--- src/rtl/video_timing_pkg.sv ---
// Shared timing types and presets for the raster timing generator.
//   timing_t : one axis of raster geometry (visible/front/sync/back)
//   mode_t   : horizontal plus vertical geometry
//   total()  : full period of one axis
package video_timing_pkg;

  typedef struct packed {
    int unsigned visible;
    int unsigned front;
    int unsigned sync;
    int unsigned back;
  } timing_t;

  typedef struct packed {
    timing_t h;
    timing_t v;
  } mode_t;

  // Raw counters are 10 bits wide, so neither axis may exceed this period.
  localparam int unsigned MaxTotal = 1024;

  localparam mode_t VGA_320x480 = '{
    h: '{visible: 320, front: 8,  sync: 48, back: 24},
    v: '{visible: 480, front: 10, sync: 2,  back: 33}
  };

  localparam mode_t VGA_640x480 = '{
    h: '{visible: 640, front: 16, sync: 96, back: 48},
    v: '{visible: 480, front: 10, sync: 2,  back: 33}
  };

  function automatic int unsigned total(timing_t t);
    return t.visible + t.front + t.sync + t.back;
  endfunction

endpackage

--- src/rtl/video_timing_gen_if.sv ---
// Output bundle of the raster timing generator.
//   master : driven by video_timing_gen
//   slave  : consumed by the pixel pipeline / VGA pin logic
// hcounter/vcounter/row and the strobes are undelayed; hsync/vsync/visible
// are delayed by the generator's PIPE_DEPTH.
interface video_timing_gen_if #(
  parameter int unsigned FRAME_W = 8
);
  logic [9:0]         hcounter;
  logic [9:0]         vcounter;
  logic [9:0]         row;
  logic               line_start;
  logic               frame_start;
  logic               vblank_irq;
  logic               writable;
  logic [FRAME_W-1:0] frame_count;
  logic               hsync;
  logic               vsync;
  logic               visible;

  modport master (
    output hcounter, vcounter, row, line_start, frame_start, vblank_irq,
           writable, frame_count, hsync, vsync, visible
  );

  modport slave (
    input hcounter, vcounter, row, line_start, frame_start, vblank_irq,
          writable, frame_count, hsync, vsync, visible
  );
endinterface

--- src/rtl/sig_delay.sv ---
// WIDTH-bit shift register of DEPTH stages with synchronous reset.
//   clk_12_5875 : clock
//   rst         : synchronous active-high reset, loads RESET_VAL in all stages
//   d / q       : input and DEPTH-cycle delayed output
// DEPTH=0 degenerates to a wire that is forced to RESET_VAL while rst is high.
module sig_delay #(
  parameter int unsigned     WIDTH     = 1,
  parameter int unsigned     DEPTH     = 1,
  parameter logic [WIDTH-1:0] RESET_VAL = '0
) (
  input  logic             clk_12_5875,
  input  logic             rst,
  input  logic [WIDTH-1:0] d,
  output logic [WIDTH-1:0] q
);

  if (DEPTH == 0) begin : g_comb
    logic unused_clk;
    assign unused_clk = clk_12_5875;
    assign q = rst ? RESET_VAL : d;
  end else begin : g_pipe
    logic [WIDTH-1:0] stage_q [DEPTH];

    always_ff @(posedge clk_12_5875) begin
      if (rst) begin
        for (int unsigned i = 0; i < DEPTH; i++) stage_q[i] <= RESET_VAL;
      end else begin
        stage_q[0] <= d;
        for (int unsigned i = 1; i < DEPTH; i++) stage_q[i] <= stage_q[i-1];
      end
    end

    assign q = stage_q[DEPTH-1];
  end

endmodule

--- src/rtl/video_timing_gen.sv ---
// Parametrised raster timing generator.
//   clk_12_5875 : pixel clock
//   rst         : synchronous active-high reset
//   tim         : timing bundle (master); raw counters, row, line/frame/vblank
//                 strobes, writable window and frame counter are undelayed;
//                 hsync/vsync/visible pass through a PIPE_DEPTH-stage delay
module video_timing_gen
  import video_timing_pkg::*;
#(
  parameter int unsigned H_VISIBLE    = VGA_320x480.h.visible,
  parameter int unsigned H_FRONT      = VGA_320x480.h.front,
  parameter int unsigned H_SYNC       = VGA_320x480.h.sync,
  parameter int unsigned H_BACK       = VGA_320x480.h.back,
  parameter int unsigned V_VISIBLE    = VGA_320x480.v.visible,
  parameter int unsigned V_FRONT      = VGA_320x480.v.front,
  parameter int unsigned V_SYNC       = VGA_320x480.v.sync,
  parameter int unsigned V_BACK       = VGA_320x480.v.back,
  parameter bit          HSYNC_ACTIVE = 1'b0,
  parameter bit          VSYNC_ACTIVE = 1'b0,
  parameter int unsigned PIPE_DEPTH   = 2,
  parameter int unsigned V_SCALE_LOG2 = 1,
  parameter int unsigned FRAME_W      = 8
) (
  input logic                clk_12_5875,
  input logic                rst,
  video_timing_gen_if.master tim
);

  localparam timing_t HTiming = '{visible: H_VISIBLE, front: H_FRONT, sync: H_SYNC, back: H_BACK};
  localparam timing_t VTiming = '{visible: V_VISIBLE, front: V_FRONT, sync: V_SYNC, back: V_BACK};
  localparam int unsigned HTotal = total(HTiming);
  localparam int unsigned VTotal = total(VTiming);

  // 11-bit decode constants so a full 1024-clock period still compares correctly.
  localparam logic [10:0] HLast      = 11'(HTotal - 1);
  localparam logic [10:0] VLast      = 11'(VTotal - 1);
  localparam logic [10:0] HVis       = 11'(H_VISIBLE);
  localparam logic [10:0] VVis       = 11'(V_VISIBLE);
  localparam logic [10:0] HSyncStart = 11'(H_VISIBLE + H_FRONT);
  localparam logic [10:0] HSyncEnd   = 11'(H_VISIBLE + H_FRONT + H_SYNC);
  localparam logic [10:0] VSyncStart = 11'(V_VISIBLE + V_FRONT);
  localparam logic [10:0] VSyncEnd   = 11'(V_VISIBLE + V_FRONT + V_SYNC);

  if (HTotal > MaxTotal) begin : g_chk_htotal
    $error("video_timing_gen: horizontal total %0d exceeds %0d", HTotal, MaxTotal);
  end
  if (VTotal > MaxTotal) begin : g_chk_vtotal
    $error("video_timing_gen: vertical total %0d exceeds %0d", VTotal, MaxTotal);
  end
  if (PIPE_DEPTH > 7) begin : g_chk_depth
    $error("video_timing_gen: PIPE_DEPTH %0d exceeds 7", PIPE_DEPTH);
  end

  logic [9:0]         hcnt_q;
  logic [9:0]         vcnt_q;
  logic [FRAME_W-1:0] frame_count_q;
  logic [10:0]        h_ext;
  logic [10:0]        v_ext;
  logic               h_last;
  logic               v_last;

  assign h_ext  = {1'b0, hcnt_q};
  assign v_ext  = {1'b0, vcnt_q};
  assign h_last = (h_ext == HLast);
  assign v_last = (v_ext == VLast);

  always_ff @(posedge clk_12_5875) begin
    if (rst) begin
      hcnt_q        <= '0;
      vcnt_q        <= '0;
      frame_count_q <= '0;
    end else if (h_last) begin
      hcnt_q <= '0;
      if (v_last) begin
        vcnt_q        <= '0;
        frame_count_q <= frame_count_q + 1'b1;
      end else begin
        vcnt_q <= vcnt_q + 10'd1;
      end
    end else begin
      hcnt_q <= hcnt_q + 10'd1;
    end
  end

`ifdef SIM
  always_ff @(posedge clk_12_5875) begin
    if (!rst && h_last && v_last) begin
      $display("video_timing_gen: frame %0d complete", frame_count_q + 1'b1);
    end
  end
`endif

  // Raw (undelayed) sync and visible decodes, converted to output levels.
  logic hsync_on;
  logic vsync_on;
  logic visible_raw;
  logic [2:0] bundle_raw;
  logic [2:0] bundle_dly;

  assign hsync_on    = (h_ext >= HSyncStart) && (h_ext < HSyncEnd);
  assign vsync_on    = (v_ext >= VSyncStart) && (v_ext < VSyncEnd);
  assign visible_raw = (h_ext < HVis) && (v_ext < VVis);
  assign bundle_raw  = {hsync_on ? HSYNC_ACTIVE : !HSYNC_ACTIVE,
                        vsync_on ? VSYNC_ACTIVE : !VSYNC_ACTIVE,
                        visible_raw};

  sig_delay #(
    .WIDTH     (3),
    .DEPTH     (PIPE_DEPTH),
    .RESET_VAL ({!HSYNC_ACTIVE, !VSYNC_ACTIVE, 1'b0})
  ) u_sig_delay (
    .clk_12_5875 (clk_12_5875),
    .rst         (rst),
    .d           (bundle_raw),
    .q           (bundle_dly)
  );

  assign tim.hsync       = bundle_dly[2];
  assign tim.vsync       = bundle_dly[1];
  assign tim.visible     = bundle_dly[0];
  assign tim.hcounter    = hcnt_q;
  assign tim.vcounter    = vcnt_q;
  assign tim.frame_count = frame_count_q;

  // Zero-latency decodes; held quiet (writable held open) while in reset.
  assign tim.row         = rst ? 10'd0 : (vcnt_q >> V_SCALE_LOG2);
  assign tim.line_start  = !rst && (hcnt_q == 10'd0);
  assign tim.frame_start = !rst && (hcnt_q == 10'd0) && (vcnt_q == 10'd0);
  assign tim.vblank_irq  = !rst && (hcnt_q == 10'd0) && (v_ext == VVis);
  assign tim.writable    = rst || (v_ext >= VVis);

endmodule

--- src/flat_wrapper.sv ---
// flat-port wrapper written by rule: the top's interface ports become plain ports
module video_timing_gen_flat import video_timing_pkg::*;
#(
  parameter int unsigned H_VISIBLE    = VGA_320x480.h.visible,
  parameter int unsigned H_FRONT      = VGA_320x480.h.front,
  parameter int unsigned H_SYNC       = VGA_320x480.h.sync,
  parameter int unsigned H_BACK       = VGA_320x480.h.back,
  parameter int unsigned V_VISIBLE    = VGA_320x480.v.visible,
  parameter int unsigned V_FRONT      = VGA_320x480.v.front,
  parameter int unsigned V_SYNC       = VGA_320x480.v.sync,
  parameter int unsigned V_BACK       = VGA_320x480.v.back,
  parameter bit          HSYNC_ACTIVE = 1'b0,
  parameter bit          VSYNC_ACTIVE = 1'b0,
  parameter int unsigned PIPE_DEPTH   = 2,
  parameter int unsigned V_SCALE_LOG2 = 1,
  parameter int unsigned FRAME_W      = 8
)
  (clk_12_5875, rst, tim_hcounter, tim_vcounter, tim_row, tim_line_start, tim_frame_start, tim_vblank_irq, tim_writable, tim_frame_count, tim_hsync, tim_vsync, tim_visible);
  video_timing_gen_if #(.FRAME_W(FRAME_W)) tim_i ();
  input logic clk_12_5875;
  input logic rst;
  output wire logic [$bits(tim_i.hcounter)-1:0] tim_hcounter;
  output wire logic [$bits(tim_i.vcounter)-1:0] tim_vcounter;
  output wire logic [$bits(tim_i.row)-1:0] tim_row;
  output wire logic [$bits(tim_i.line_start)-1:0] tim_line_start;
  output wire logic [$bits(tim_i.frame_start)-1:0] tim_frame_start;
  output wire logic [$bits(tim_i.vblank_irq)-1:0] tim_vblank_irq;
  output wire logic [$bits(tim_i.writable)-1:0] tim_writable;
  output wire logic [$bits(tim_i.frame_count)-1:0] tim_frame_count;
  output wire logic [$bits(tim_i.hsync)-1:0] tim_hsync;
  output wire logic [$bits(tim_i.vsync)-1:0] tim_vsync;
  output wire logic [$bits(tim_i.visible)-1:0] tim_visible;
  assign tim_hcounter = tim_i.hcounter;
  assign tim_vcounter = tim_i.vcounter;
  assign tim_row = tim_i.row;
  assign tim_line_start = tim_i.line_start;
  assign tim_frame_start = tim_i.frame_start;
  assign tim_vblank_irq = tim_i.vblank_irq;
  assign tim_writable = tim_i.writable;
  assign tim_frame_count = tim_i.frame_count;
  assign tim_hsync = tim_i.hsync;
  assign tim_vsync = tim_i.vsync;
  assign tim_visible = tim_i.visible;
  video_timing_gen #(.H_VISIBLE(H_VISIBLE), .H_FRONT(H_FRONT), .H_SYNC(H_SYNC), .H_BACK(H_BACK), .V_VISIBLE(V_VISIBLE), .V_FRONT(V_FRONT), .V_SYNC(V_SYNC), .V_BACK(V_BACK), .HSYNC_ACTIVE(HSYNC_ACTIVE), .VSYNC_ACTIVE(VSYNC_ACTIVE), .PIPE_DEPTH(PIPE_DEPTH), .V_SCALE_LOG2(V_SCALE_LOG2), .FRAME_W(FRAME_W)) u_core (.clk_12_5875(clk_12_5875), .rst(rst), .tim(tim_i));
endmodule
--- config.mk ---
export PLATFORM = sky130hd
export DESIGN_NAME = video_timing_gen_flat
export DESIGN_NICKNAME = d
export VERILOG_FILES = /design/src/rtl/video_timing_pkg.sv /design/src/rtl/video_timing_gen_if.sv /design/src/rtl/sig_delay.sv /design/src/rtl/video_timing_gen.sv /design/src/flat_wrapper.sv
export SDC_FILE = /design/constraint.sdc
export NUM_CORES = 1
export LEC_CHECK = 0
export ABC_AREA = 1
export ABC_CLOCK_PERIOD_IN_PS = 1450
export CAP_MARGIN = 20
export CORE_UTILIZATION = 44
export DETAILED_ROUTE_END_ITERATION = 12
export PLACE_DENSITY = 0.79
export REMOVE_ABC_BUFFERS = 1
export SLEW_MARGIN = 20
export SYNTH_ARGS = -nofsm -noshare
export SYNTH_HDL_FRONTEND = slang
export SYNTH_SLANG_ARGS = --single-unit
--- constraint.sdc ---
create_clock -name clk_12_5875 -period 1.45 [get_ports clk_12_5875]
set_input_delay 0.145 -clock clk_12_5875 [delete_from_list [all_inputs] [get_ports clk_12_5875]]
set_output_delay 0.145 -clock clk_12_5875 [all_outputs]
set_load 0.1 [all_outputs]
==> impl_metrics.py <==
# Auto-generated metrics
metrics = {
    "place": {
        "gp_congestion": 0.9297,
    },
    "finish": {
        "largestClassByArea": "buffers",
        "seq_cells": 34,
        "clock_cell_area_share_pct": 2.160,
        "logic_area_um2": 1241,
    },
    "run_status": {
        "status": "complete, but fails checks",
        "violations": "setup timing",
    },
    "routing": {
        "wl_met1_um": 2692,
        "dr.pass1.iters": 5,
        "met2_length_um": 3812,
    },
    "critical_path": {
        "path_cells": "nor2_4 > inv_2 > nor3_2 > nand4_1 > nor2_2 > buf_12",
        "worst-path-stages": 6,
        "critPathRequiredTime_ns": 1.31,
    },
    "final_timing": {
        "tns_ns": -2.272,
        "min_period_ns": 1.826,
        "finalSetupViolations": 28,
        "finalWorstSetupSlack_ns": -0.3762,
    },
    "clock_tree": {
        "clkTransAtPathRegs_ns": 0.07,
        "post_cts_buffers": 7,
        "holdBufCountCts": 0,
    },
    "synth": {
        "top_cell": "nand2_1",
        "yosys_area_um2": 1923,
        "synth_cell_types": 32,
    },
    "min_path": {
        "hold_class": "reg2reg",
        "hold-path-cell-count": 2,
    },
    "power": {
        "swShare_pct": 29.68,
    },
    "global_route": {
        "grt_max_degree": 24,
    },
    "floorplan": {
        "core_um2": 4086,
        "die_h_um": 68.11,
    },
}
**Selected gate families**

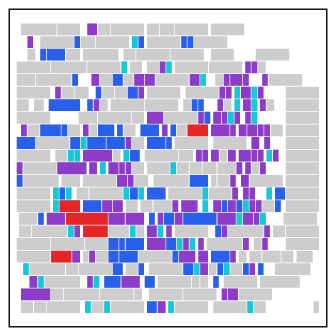
legend:
  inv cells:
    colour: cyan
    cells: 42
  nor cells:
    colour: blue
    cells: 61
  nand cells:
    colour: purple
    cells: 106
  fa/ha/maj cells:
    colour: red
    cells: 5
dominant logic cell type in the layout: nand2_1
Final Non-Filler Cells: 427

**Congestion heat map**

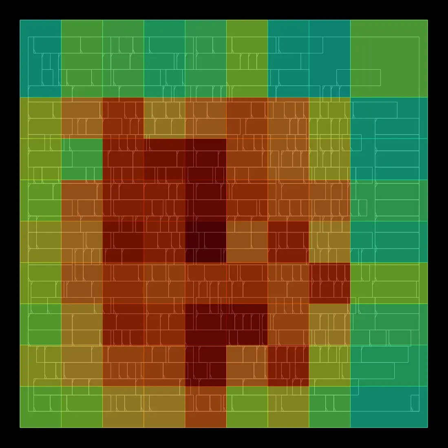
post-DR wirelength/cell: 17.54 µm
global-route usage over all layers: 30.10%

**Metal 2**

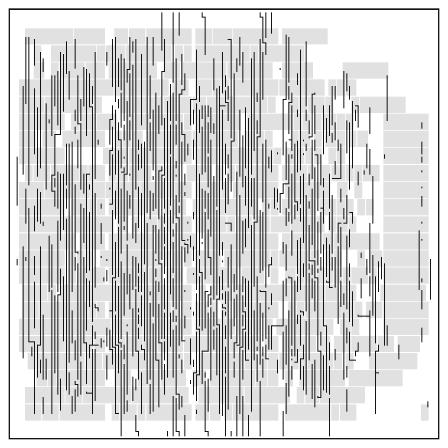
share of all routed wire: 51%
wire length on this layer: 3,810 µm
nets with wire on the layer: 350
main direction: vertical
longest straight run: 43.9 µm
grt met2 use: 51.47%
WL final: 7490 µm
vias: 2,388

Power figures rest on the tool's default switching activity, not on a simulated workload.
